[src/rtl/config_frame_pkg.sv]
// Shared constants and state type for the configuration frame writer.
package config_frame_pkg;

    localparam logic [31:0] SYNC_WORD = 32'hFAB0_FAB1;

    localparam int DESYNC_BIT    = 20;
    localparam int COLUMN_MSB    = 31;
    localparam int COLUMN_LSB    = 24;
    localparam int FRAME_IDX_MSB = 4;
    localparam int FRAME_IDX_LSB = 0;
    localparam int FRAME_IDX_W   = FRAME_IDX_MSB - FRAME_IDX_LSB + 1;

    typedef enum logic [1:0] {
        ST_IDLE,
        ST_ADDRESS,
        ST_DATA,
        ST_STROBE
    } frame_state_t;

endpackage

[src/rtl/frame_select_decoder.sv]
// Binary frame index to one-hot strobe vector, flagging indices past the column depth.
module frame_select_decoder
    import config_frame_pkg::*;
#(
    parameter int unsigned MAX_FRAMES_PER_COL = 20
) (
    input  logic [FRAME_IDX_W-1:0]        frame_index,
    output logic [MAX_FRAMES_PER_COL-1:0] one_hot,
    output logic                          out_of_range
);

    always_comb begin
        one_hot = '0;
        for (int unsigned i = 0; i < MAX_FRAMES_PER_COL; i++) begin
            one_hot[i] = (32'(frame_index) == i);
        end
        out_of_range = (32'(frame_index) >= MAX_FRAMES_PER_COL);
    end

endmodule

[src/rtl/config_frame_writer.sv]
// Collects sync/address/data word stream into frames and pulses a one-hot frame strobe.
module config_frame_writer
    import config_frame_pkg::*;
#(
    parameter int unsigned NUMBER_OF_ROWS      = 16,
    parameter int unsigned MAX_FRAMES_PER_COL  = 20,
    parameter int unsigned COLUMN_SELECT_WIDTH = 8
) (
    input  logic                           clk_i,
    input  logic                           reset_n_i,
    input  logic [31:0]                    write_data_i,
    input  logic                           word_write_strobe_i,
    output logic [32*NUMBER_OF_ROWS-1:0]   frame_data_o,
    output logic [MAX_FRAMES_PER_COL-1:0]  frame_strobe_o,
    output logic [COLUMN_SELECT_WIDTH-1:0] column_select_o,
    output logic                           busy_o,
    output logic                           configured_o,
    output logic                           error_o
);

    localparam int unsigned FRAME_W = 32 * NUMBER_OF_ROWS;
    localparam int unsigned ROW_W   = (NUMBER_OF_ROWS > 1) ? $clog2(NUMBER_OF_ROWS) : 1;
    localparam logic [ROW_W-1:0] LAST_ROW = ROW_W'(NUMBER_OF_ROWS - 1);

    frame_state_t                  state, state_next;
    logic [ROW_W-1:0]              row_cnt;
    logic [FRAME_IDX_W-1:0]        frame_idx;
    logic [MAX_FRAMES_PER_COL-1:0] decoded_strobe;
    logic                          decoded_oor;

    logic latch_addr;
    logic shift_word;
    logic last_word;
    logic set_configured;
    logic clear_flags;

    frame_select_decoder #(
        .MAX_FRAMES_PER_COL(MAX_FRAMES_PER_COL)
    ) u_decoder (
        .frame_index (frame_idx),
        .one_hot     (decoded_strobe),
        .out_of_range(decoded_oor)
    );

    always_ff @(posedge clk_i or negedge reset_n_i) begin
        if (!reset_n_i) begin
            state <= ST_IDLE;
        end else begin
            state <= state_next;
        end
    end

    // STROBE falls back to ADDRESS but still accepts a word under the ADDRESS rules.
    always_comb begin
        state_next     = state;
        latch_addr     = 1'b0;
        shift_word     = 1'b0;
        last_word      = 1'b0;
        set_configured = 1'b0;
        clear_flags    = 1'b0;
        unique case (state)
            ST_IDLE: begin
                if (word_write_strobe_i && write_data_i == SYNC_WORD) begin
                    state_next  = ST_ADDRESS;
                    clear_flags = 1'b1;
                end
            end
            ST_ADDRESS, ST_STROBE: begin
                state_next = ST_ADDRESS;
                if (word_write_strobe_i && write_data_i != SYNC_WORD) begin
                    if (write_data_i[DESYNC_BIT]) begin
                        state_next     = ST_IDLE;
                        set_configured = 1'b1;
                    end else begin
                        state_next = ST_DATA;
                        latch_addr = 1'b1;
                    end
                end
            end
            ST_DATA: begin
                if (word_write_strobe_i) begin
                    shift_word = 1'b1;
                    if (row_cnt == LAST_ROW) begin
                        last_word  = 1'b1;
                        state_next = ST_STROBE;
                    end
                end
            end
            default: state_next = ST_IDLE;
        endcase
    end

    always_ff @(posedge clk_i or negedge reset_n_i) begin
        if (!reset_n_i) begin
            row_cnt         <= '0;
            frame_idx       <= '0;
            frame_data_o    <= '0;
            frame_strobe_o  <= '0;
            column_select_o <= '0;
            busy_o          <= 1'b0;
            configured_o    <= 1'b0;
            error_o         <= 1'b0;
        end else begin
            busy_o         <= (state_next != ST_IDLE);
            frame_strobe_o <= last_word ? decoded_strobe : '0;

            if (latch_addr) begin
                row_cnt         <= '0;
                frame_idx       <= write_data_i[FRAME_IDX_MSB:FRAME_IDX_LSB];
                column_select_o <= COLUMN_SELECT_WIDTH'(write_data_i[COLUMN_MSB:COLUMN_LSB]);
            end

            if (shift_word) begin
                frame_data_o <= (frame_data_o << 32) | FRAME_W'(write_data_i);
                row_cnt      <= last_word ? '0 : row_cnt + ROW_W'(1);
            end

            if (clear_flags) begin
                configured_o <= 1'b0;
                error_o      <= 1'b0;
            end else begin
                if (set_configured) begin
                    configured_o <= 1'b1;
                end
                if (last_word && decoded_oor) begin
                    error_o <= 1'b1;
                end
            end
        end
    end

endmodule
[config.mk]
export PLATFORM = sky130hd
export DESIGN_NAME = config_frame_writer
export DESIGN_NICKNAME = d
export VERILOG_FILES = /design/src/rtl/config_frame_pkg.sv /design/src/rtl/frame_select_decoder.sv /design/src/rtl/config_frame_writer.sv
export SDC_FILE = /design/constraint.sdc
export NUM_CORES = 1
export LEC_CHECK = 0
export ABC_CLOCK_PERIOD_IN_PS = 1550
export CAP_MARGIN = 20
export CORE_MARGIN = 5
export CORE_UTILIZATION = 45
export CTS_CLUSTER_SIZE = 28
export DETAILED_ROUTE_END_ITERATION = 7
export GPL_ROUTABILITY_DRIVEN = 0
export PLACE_DENSITY = 0.78
export SYNTH_ARGS = -nofsm -noshare
export SYNTH_HDL_FRONTEND = slang
export SYNTH_SLANG_ARGS = --single-unit
[constraint.sdc]
create_clock -name clk_i -period 1.55 [get_ports clk_i]
set_input_delay 0.31 -clock clk_i [delete_from_list [all_inputs] [get_ports clk_i]]
set_output_delay 0.31 -clock clk_i [all_outputs]
set_load 0.1 [all_outputs]
==> run_summary.xml <==
<?xml version="1.0" encoding="UTF-8"?>
<metrics>
  <group name="final_layout">
    <metric name="n_all_inverters" unit="">1</metric>
    <metric name="final-nonclk-buf-share" unit="%">43.10</metric>
    <metric name="flow.area_growth_from_synthesis" unit="%">96.52</metric>
    <metric name="layout.clock.cell_area_share" unit="%">4.865</metric>
    <metric name="final_cell_mix" unit="">sky130_fd_sc_hd__nand2_1 (1509), sky130_fd_sc_hd__buf_4 (694), sky130_fd_sc_hd__buf_12 (582), sky130_fd_sc_hd__dfrtp_1 (400), sky130_fd_sc_hd__dfrtp_2 (154)</metric>
    <metric name="layout-drive-gt1-share" unit="%">44.90</metric>
    <metric name="insertedDiodeCount" unit="">7</metric>
    <metric name="nFlopsAndLatches" unit="">554</metric>
    <metric name="area_dominant_class" unit="">non-clock buffers</metric>
    <metric name="multi_input_comb_cells" unit="">1628</metric>
    <metric name="max_flop_register" unit="">frame_data_o</metric>
  </group>
  <group name="cts">
    <metric name="post_cts_resize_count" unit="">121</metric>
    <metric name="cts_post_setup_buffers_inserted" unit="">446</metric>
    <metric name="clock-sinks" unit="">554</metric>
  </group>
  <group name="timing">
    <metric name="grt_setup_unrepaired" unit="">yes</metric>
    <metric name="finalSetupViolCount" unit="">727</metric>
    <metric name="minimum_clock_period" unit="ns">1.958</metric>
    <metric name="finalWorstSetupSlack" unit="ns">-0.4075</metric>
    <metric name="fin_hold_ws" unit="ns">0.2040</metric>
    <metric name="hold_violations_final" unit="">0</metric>
  </group>
  <group name="synthesis">
    <metric name="synthXorXnorAreaFrac" unit="%">0</metric>
    <metric name="synthesis.area" unit="sq um">20970</metric>
    <metric name="floorplan.nets" unit="">2339</metric>
    <metric name="simple_gate_area_share" unit="%">29.18</metric>
    <metric name="post-synth-top-area-fraction" unit="%">66.12</metric>
    <metric name="synthMostInstantiatedCell" unit="">sky130_fd_sc_hd__nand2_1</metric>
    <metric name="synth_compound_gate_area_share" unit="%">0.4774</metric>
  </group>
  <group name="route">
    <metric name="detail_route.wl_per_cell" unit="um">33.02</metric>
    <metric name="drtAntennaViolNets" unit="">0</metric>
    <metric name="route.layer.met1.wl" unit="um">40010</metric>
    <metric name="drc" unit="">36</metric>
  </group>
  <group name="critical_path">
    <metric name="slowest_cell_on_the_critical_path" unit="">sky130_fd_sc_hd__dfrtp_1</metric>
    <metric name="cell_depth_of_the_worst_flop_to_flop_path" unit="">6</metric>
    <metric name="cp.buffers_inverters" unit="">3</metric>
    <metric name="worstReg2RegStart" unit="">state[0]</metric>
    <metric name="setup_slack_reg_to_reg" unit="ns">-0.41</metric>
    <metric name="timing.critical_path.to" unit="">frame_data_o[473]</metric>
  </group>
  <group name="global_route">
    <metric name="grt_pass1_vias" unit="">25600</metric>
    <metric name="grt_most_used_layer" unit="">met2</metric>
    <metric name="groute.layer.met1.usage" unit="%">45.80</metric>
    <metric name="grt_pass1_wl" unit="um">168300</metric>
  </group>
  <group name="placed_design">
    <metric name="dp_cells" unit="">3503</metric>
  </group>
  <group name="floorplanning">
    <metric name="chipHeight" unit="um">225.9</metric>
    <metric name="fp_util" unit="%">45.23</metric>
  </group>
  <group name="status">
    <metric name="violations" unit="">DRC, setup timing</metric>
    <metric name="outcome" unit="">finished with violations</metric>
  </group>
  <group name="flow_run">
    <metric name="maxCapViolations" unit="">0</metric>
  </group>
</metrics>
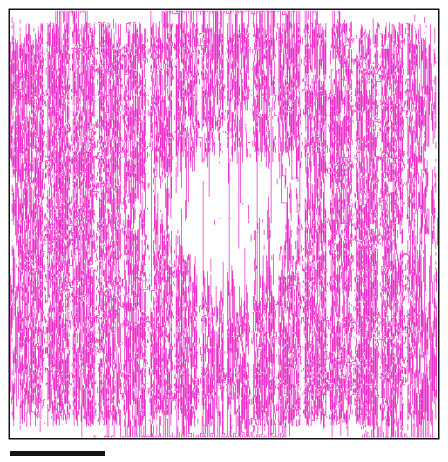
(the metal 2 layer)
The bar under the picture is 50 um long.
The layer holds 43% of the routed length. The longest straight run is 100 um. 3480 nets have wire on it. The layer carries 59.8 mm of wire. The wires run mostly vertical.
final routed wirelength across all metal layers: 140100 um
via total after detailed routing: 27230
global-route met2 utilization: 72.41%

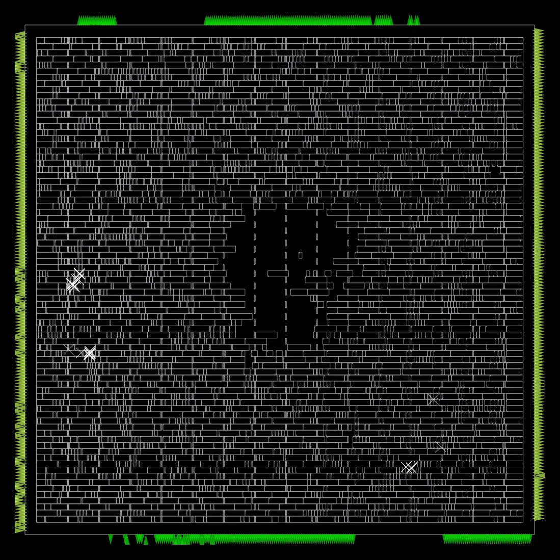
(cell placement)
inserted tap cell count: 607
Fill cells: 1433
Cell Rows: 79
placeable core region: 46360 sq um
end-of-flow core utilization: 88.88%

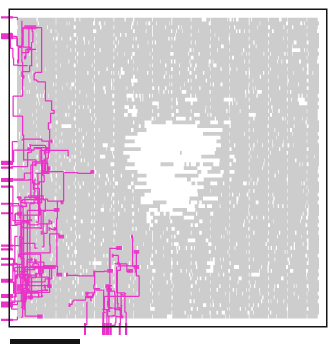
(port wiring)
The bar under the picture is 50 um long.
Key: magenta = write_data_i [direction input, end cells 56, buffers 54, wire 3190 um]

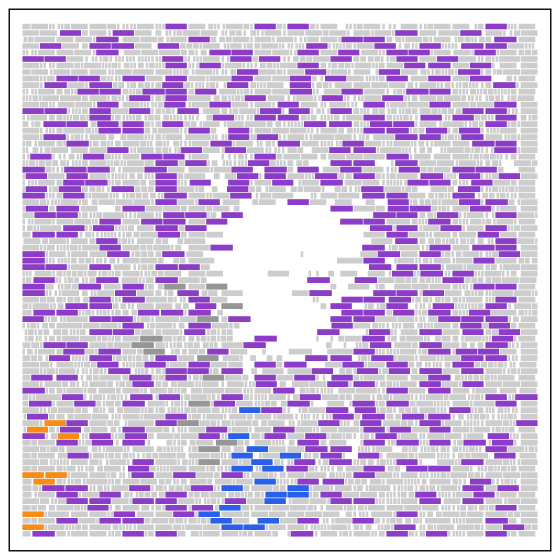
(register map, names as in the netlist)
Key: purple = frame_data_o [flops 512, where widely spread]; orange = column_select_o [flops 8, where south-west]; blue = frame_strobe_o [flops 20, where south]
combined flip-flop and latch cell area: 14060 sq um
share of the final layout cell area in sequential cells: 34.11%

